==> src/rtl/victim_fill_ctrl.sv <==
// Miss handler for an 8-way set: picks a victim way, issues one refill request,
// then writes the way and updates the LRU stack (or reports an error on a failed refill).
module victim_fill_ctrl #(
  parameter int unsigned TAG_W = 20
) (
  input  logic             clk,
  input  logic             rst,
  input  logic             i_miss_req,
  input  logic [TAG_W-1:0] i_miss_tag,
  input  logic [7:0]       i_way_valid_8,
  input  logic [2:0]       i_lru_order0,
  input  logic [2:0]       i_lru_order1,
  input  logic [2:0]       i_lru_order2,
  input  logic [2:0]       i_lru_order3,
  input  logic [2:0]       i_lru_order4,
  input  logic [2:0]       i_lru_order5,
  input  logic [2:0]       i_lru_order6,
  output logic             o_mem_req_valid,
  input  logic             i_mem_req_ready,
  output logic [TAG_W-1:0] o_mem_req_tag,
  input  logic             i_mem_rsp_valid,
  input  logic             i_mem_rsp_err,
  output logic             o_fill_we,
  output logic [7:0]       o_fill_way_8,
  output logic [TAG_W-1:0] o_fill_tag,
  output logic [7:0]       o_hit_way_8,
  output logic             o_hit_sig,
  output logic             o_lru_write_enable,
  output logic             o_miss_ack,
  output logic             o_miss_err,
  output logic             o_busy,
  output logic [2:0]       o_victim_way
);

  typedef enum logic [2:0] {
    S_IDLE   = 3'd0,
    S_REQ    = 3'd1,
    S_WAIT   = 3'd2,
    S_FILL   = 3'd3,
    S_UPDATE = 3'd4,
    S_ABORT  = 3'd5
  } state_t;

  state_t           r_state;
  state_t           w_state_nxt;
  logic             w_accept;
  logic [TAG_W-1:0] r_tag;
  logic [2:0]       r_victim;
  logic [2:0]       w_victim;
  logic [7:0]       w_victim_oh;

  // Lowest invalid way wins; with all ways valid the LRU way is the one missing from the stack.
  always_comb begin
    w_victim = i_lru_order0 ^ i_lru_order1 ^ i_lru_order2 ^ i_lru_order3 ^
               i_lru_order4 ^ i_lru_order5 ^ i_lru_order6;
    for (int i = 7; i >= 0; i--) begin
      if (!i_way_valid_8[i]) w_victim = 3'(i);
    end
  end

  // FILL/UPDATE are never entered straight from IDLE, so the latched victim is always current.
  assign w_victim_oh = 8'(1) << r_victim;

  always_comb begin
    w_state_nxt = r_state;
    w_accept    = 1'b0;
    unique case (r_state)
      S_IDLE: begin
        if (i_miss_req) begin
          w_accept    = 1'b1;
          w_state_nxt = S_REQ;
        end
      end
      S_REQ:    if (i_mem_req_ready) w_state_nxt = S_WAIT;
      S_WAIT: begin
        if (i_mem_rsp_valid) w_state_nxt = i_mem_rsp_err ? S_ABORT : S_FILL;
      end
      S_FILL:   w_state_nxt = S_UPDATE;
      S_UPDATE: w_state_nxt = S_IDLE;
      S_ABORT:  w_state_nxt = S_IDLE;
      default:  w_state_nxt = S_IDLE;
    endcase
  end

  always_ff @(posedge clk or posedge rst) begin
    if (rst) begin
      r_state  <= S_IDLE;
      r_tag    <= '0;
      r_victim <= 3'd0;
    end else begin
      r_state <= w_state_nxt;
      if (w_accept) begin
        r_tag    <= i_miss_tag;
        r_victim <= w_victim;
      end
    end
  end

  // Strobes are registered from the next state so they line up exactly with the state they belong to.
  always_ff @(posedge clk or posedge rst) begin
    if (rst) begin
      o_mem_req_valid    <= 1'b0;
      o_fill_we          <= 1'b0;
      o_fill_way_8       <= 8'h00;
      o_hit_way_8        <= 8'h00;
      o_hit_sig          <= 1'b0;
      o_lru_write_enable <= 1'b0;
      o_miss_ack         <= 1'b0;
      o_miss_err         <= 1'b0;
      o_busy             <= 1'b0;
    end else begin
      o_mem_req_valid    <= (w_state_nxt == S_REQ);
      o_fill_we          <= (w_state_nxt == S_FILL);
      o_fill_way_8       <= (w_state_nxt == S_FILL) ? w_victim_oh : 8'h00;
      o_hit_way_8        <= (w_state_nxt == S_UPDATE) ? w_victim_oh : 8'h00;
      o_hit_sig          <= (w_state_nxt == S_UPDATE);
      o_lru_write_enable <= (w_state_nxt == S_UPDATE);
      o_miss_ack         <= (w_state_nxt == S_UPDATE) || (w_state_nxt == S_ABORT);
      o_miss_err         <= (w_state_nxt == S_ABORT);
      o_busy             <= (w_state_nxt != S_IDLE);
    end
  end

  assign o_mem_req_tag = r_tag;
  assign o_fill_tag    = r_tag;
  assign o_victim_way  = r_victim;

endmodule

==> config.mk <==
export PLATFORM = sky130hd
export DESIGN_NAME = victim_fill_ctrl
export DESIGN_NICKNAME = d
export VERILOG_FILES = /design/src/rtl/victim_fill_ctrl.sv
export SDC_FILE = /design/constraint.sdc
export NUM_CORES = 1
export LEC_CHECK = 0
export CORE_MARGIN = 1.5
export CORE_UTILIZATION = 39
export DETAILED_ROUTE_END_ITERATION = 10
export GPL_ROUTABILITY_DRIVEN = 0
export PLACE_DENSITY_LB_ADDON = 0.25
export SETUP_SLACK_MARGIN = 0.5
export SLEW_MARGIN = 40
export SYNTH_ARGS = -nofsm -noshare
export SYNTH_HDL_FRONTEND = slang
export SYNTH_SLANG_ARGS = --single-unit
==> constraint.sdc <==
create_clock -name clk -period 1.6 [get_ports clk]
set_input_delay 0.16 -clock clk [delete_from_list [all_inputs] [get_ports clk]]
set_output_delay 0.16 -clock clk [all_outputs]
set_load 0.02 [all_outputs]
### M2 wires

The bar under the picture is 20 um long.
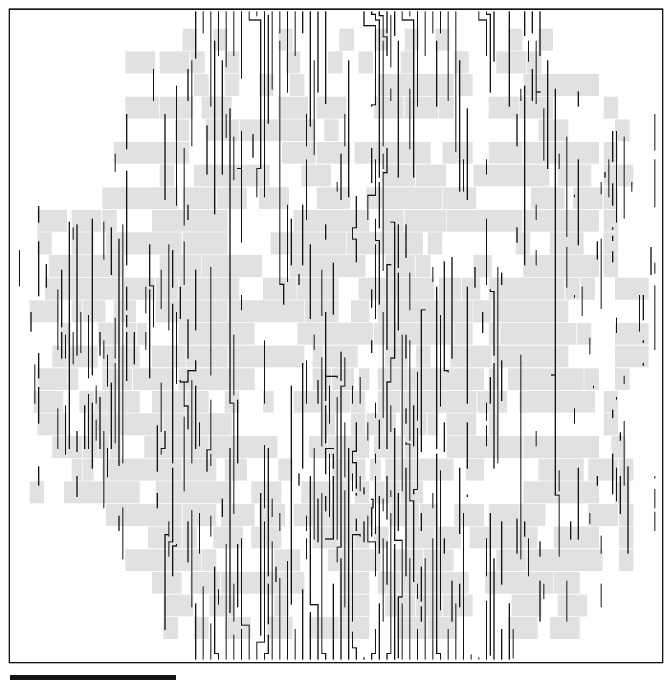
The longest straight run is 48.8 um. The wires run mostly vertical. The layer holds 54% of the routed length. The layer carries 2900 um of wire. 322 nets have wire on it.
routed via count: 1676
WL final: 5.323 mm
met2 Resource Use GR: 31.30%

### Track usage over the die

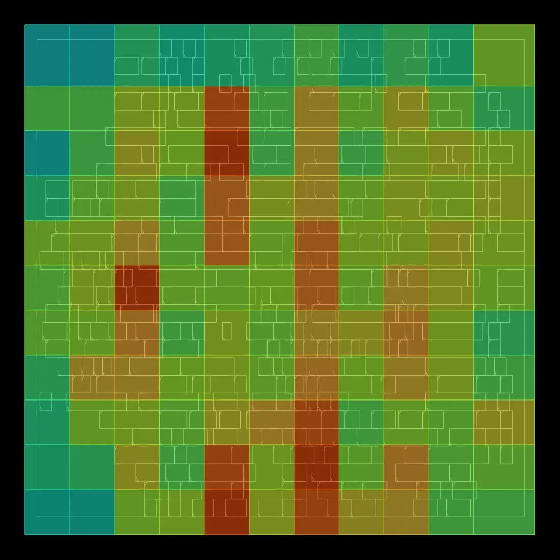
met3 usage: 4.302%
grt peak-use layer: met2
GR Util met1: 20.60%
Wirelength per Cell: 14.39 um
Final Util: 61.08%

==> out/qor.csv <==
stage,metric,value,unit
status,status,finished clean,
pwr,Clock group,0.000665,W
final_layout,Final clock-cell share,2.418,%
logic_synthesis,Yosys top cell by area,dfrtp_1,
placed_design,IO Port Bufs,120,
critical_path,Buf/Inv on CP,1,
final_timing,post-route clock period utilization,91.07,%
logic_synthesis,comb area leader,simple AND/OR/NAND/NOR gates,
critical_path,CP Max Fanout,28,
pwr,Leak,1.609,nW
final_layout,bufs w/o clock,141,
die,core area,5507,um^2
drt,Antenna Nets Post-Route,0,
clock_network,deepest clock path buffer count,2,
final_layout,Top cells excl fill/tap,"58 x buf_2, 51 x clkdlybuf4s50_1, 45 x dfrtp_1, 16 x nor2_1, 15 x buf_4",
final_layout,nets,353,
critical_path,Worst setup EP type,register,
logic_synthesis,YS chip area,2216,um^2
logic_synthesis,yosys simple share,11.74,%
grt,antenna violations before repair,0,
logic_synthesis,sequential area share after synthesis,54.21,%
logic_synthesis,aoi share,3.049,%
final_timing,maximum clock rate,686.3,MHz
critical_path,critical path data arrival time,1630,ps
final_timing,"Slew Viols, Final",0,
clock_network,Root Buffer,clkbuf_8,
pwr,Largest Pwr Group,combinational logic,
logic_synthesis,Synth top cell by count,dfrtp_1,
final_layout,flop count,48,
final_layout,MI comb cells,96,
logic_synthesis,Top area cell types,"dfrtp_1 54%, buf_4 7.1%, xnor3_1 6.1%, mux2_1 5.1%, mux2_2 5.1%",
final_layout,Comb/total area,25.67,%
run,OpenROAD warning count,29,
die,fp util,40.24,%
final_timing,measured slew at the worst slew-check pin,341.8,ps
logic_synthesis,mean post-synth cell area,12.52,um^2
grt,total track usage,17.23,%
final_layout,clkbuf count,5,
final_timing,setup violators final,0,
grt,first-pass GRT wire length,8.224,mm
final_timing,Slew HR,77.17,%
logic_synthesis,Area leader share,54.21,%
placed_design,Area after DPL,3349,um^2
critical_path,Crit Path Category,reg2reg,
pwr,clock power share,12.0,%
pwr,Max VDD drop,991.3,uV
logic_synthesis,Yosys Instances,177,
die,die height,78.38,um
pwr,Comb. pwr,0.00302,W
clock_network,CTS H-tree lvls,2,
final_layout,most numerous logic cell after layout,buf_2,
final_timing,Clock Skew,6.392,ps
logic_synthesis,Synth Area in Adders,0,%
logic_synthesis,area fraction in mux cells,11.07,%
final_timing,Final min period,1457,ps
clock_network,Num CTS Buffers,5,
final_timing,Final Hold Vio Count,0,
die,die area,6143,um^2
final_layout,Ant. Diodes,0,
logic_synthesis,top cells by count,"48 x dfrtp_1, 24 x nor2_1, 21 x buf_4, 10 x mux2_1, 10 x mux2_2",
logic_synthesis,ys flop type,dfrtp_1,
clock_network,clock sink total,48,
logic_synthesis,post-synthesis register bit count,48,
logic_synthesis,"EDFF count, synth",0,
die,Cell Rows,27,
final_layout,register area,1205,um^2
final_layout,count of non-CTS inverters in the layout,6,
critical_path,CP max-delay cell,dfrtp_1,
logic_synthesis,Synth Area in XOR/XNOR,8.470,%
### Drive-strength map

The bar under the picture is 20 um long.
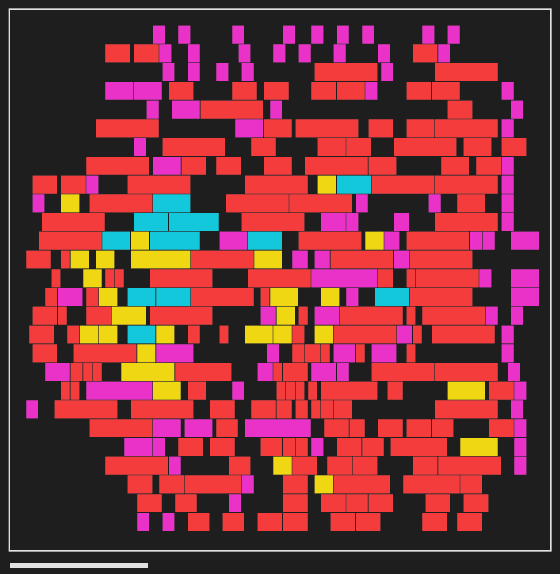
Key: _2 cells = magenta [cells 94]; _6 and larger = cyan [cells 11]; _0 and _1 cells = red [cells 166]; _3 and _4 cells = yellow [cells 27]
final instance area: 3363 um^2
Setup WS post-layout: 142.9 ps
Syn-to-layout area delta: 51.78%

### A small window of the routed layout

The bar under the picture is 10 um long. Region (19, 4) to (59, 44) um. Cells in gray, sequential cells in the stronger gray; small squares are vias.
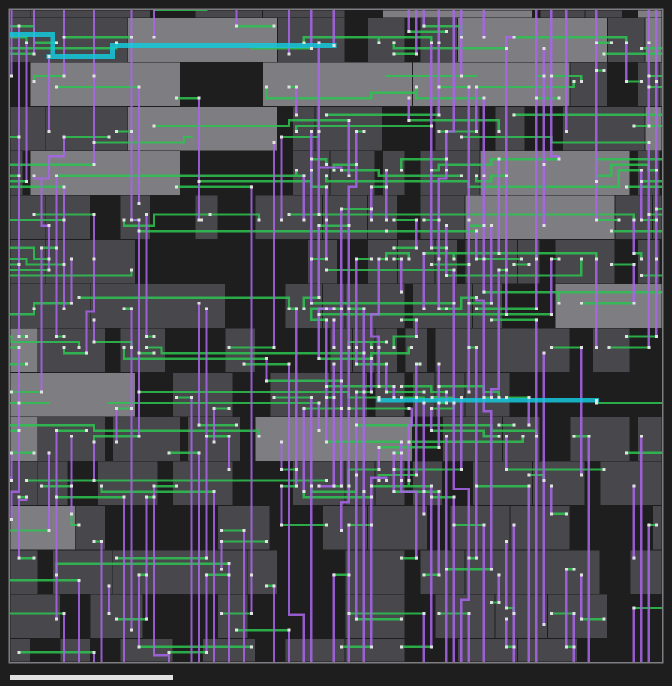
Key: metal 1 = green; metal 3 = cyan; metal 2 = purple
Sequential cells in the window: 12. 115 logic cells have their middle in the window. Netlist names of flops here include `o_hit_way_8` (3), `o_victim_way` (3), `o_fill_way_8` (2). Most frequent: clkdlybuf4s50_1 (21), dfrtp_1 (10), buf_2 (10).

[timing repair]
item / 4_1_cts / 5_1_grt
setup endpoints to repair: 106 / 63
gates resized: 259 / 33
pin swaps: 10 / 9
hold buffers: 0 / 0
buffers inserted: 5 / 11
[flip-flops by register name, summed over array words and instances, names as in the netlist]
| register | cells |
|---|---|
| o_victim_way | 3 |
| o_mem_req_valid | 1 |
| o_fill_tag | 20 |
| o_miss_ack | 1 |
| o_miss_err | 1 |
| o_lru_write_enable | 1 |
| o_fill_we | 1 |
| o_fill_way_8 | 8 |
| o_hit_way_8 | 8 |
| r_state | 3 |
| o_busy | 1 |
[path summary, 6_finish.rpt]
kind	end	cells after the start
worst min register to register	o_fill_tag[12]	1
worst max-delay path	o_fill_tag[13]	3
worst min-delay path	r_state[0]	2
worst max register to register	o_fill_tag[13]	3
min in group clk	o_fill_tag[6]	2
max in group asynchronous	o_victim_way[0]	3
[cells by family (layout without fill, tap and decap cells)]
group,after synthesis,in the layout
simple gates,51,51
flops,48,48
buf+inv,33,154
mux,22,22
xor+xnor,12,12
compound gates,11,11
[per-layer routing]
layer	track usage (%)	routed length [um]	vias to the layer above
li1	-	-	809
met1	20.60	2161	816
met2	31.30	2897	49
met3	4.302	243	2
met4	3.571	20	0
met5	0	0	-
[stage by stage]
| step | setup WS [ps] | power (W) | hold slack [ps] | TNS (ps) | instances |
|---|---|---|---|---|---|
| final | 142.9 | 0.005532 | 190.1 | 0 | 370 |
| after floorplan | 110.1 | 0.003975 | 189.7 | 0 | 177 |
| after global routing | 63.91 | 0.005863 | 207.6 | 0 | 370 |
| after global placement | -14.88 | 0.005050 | 490.6 | -103.8 | 347 |
| after detailed placement | -41.66 | 0.005117 | 500.0 | -303.0 | 347 |
| after CTS | 132.4 | 0.005371 | 182.8 | 0 | 359 |
Power figures rest on the tool's default switching activity, not on a simulated workload.
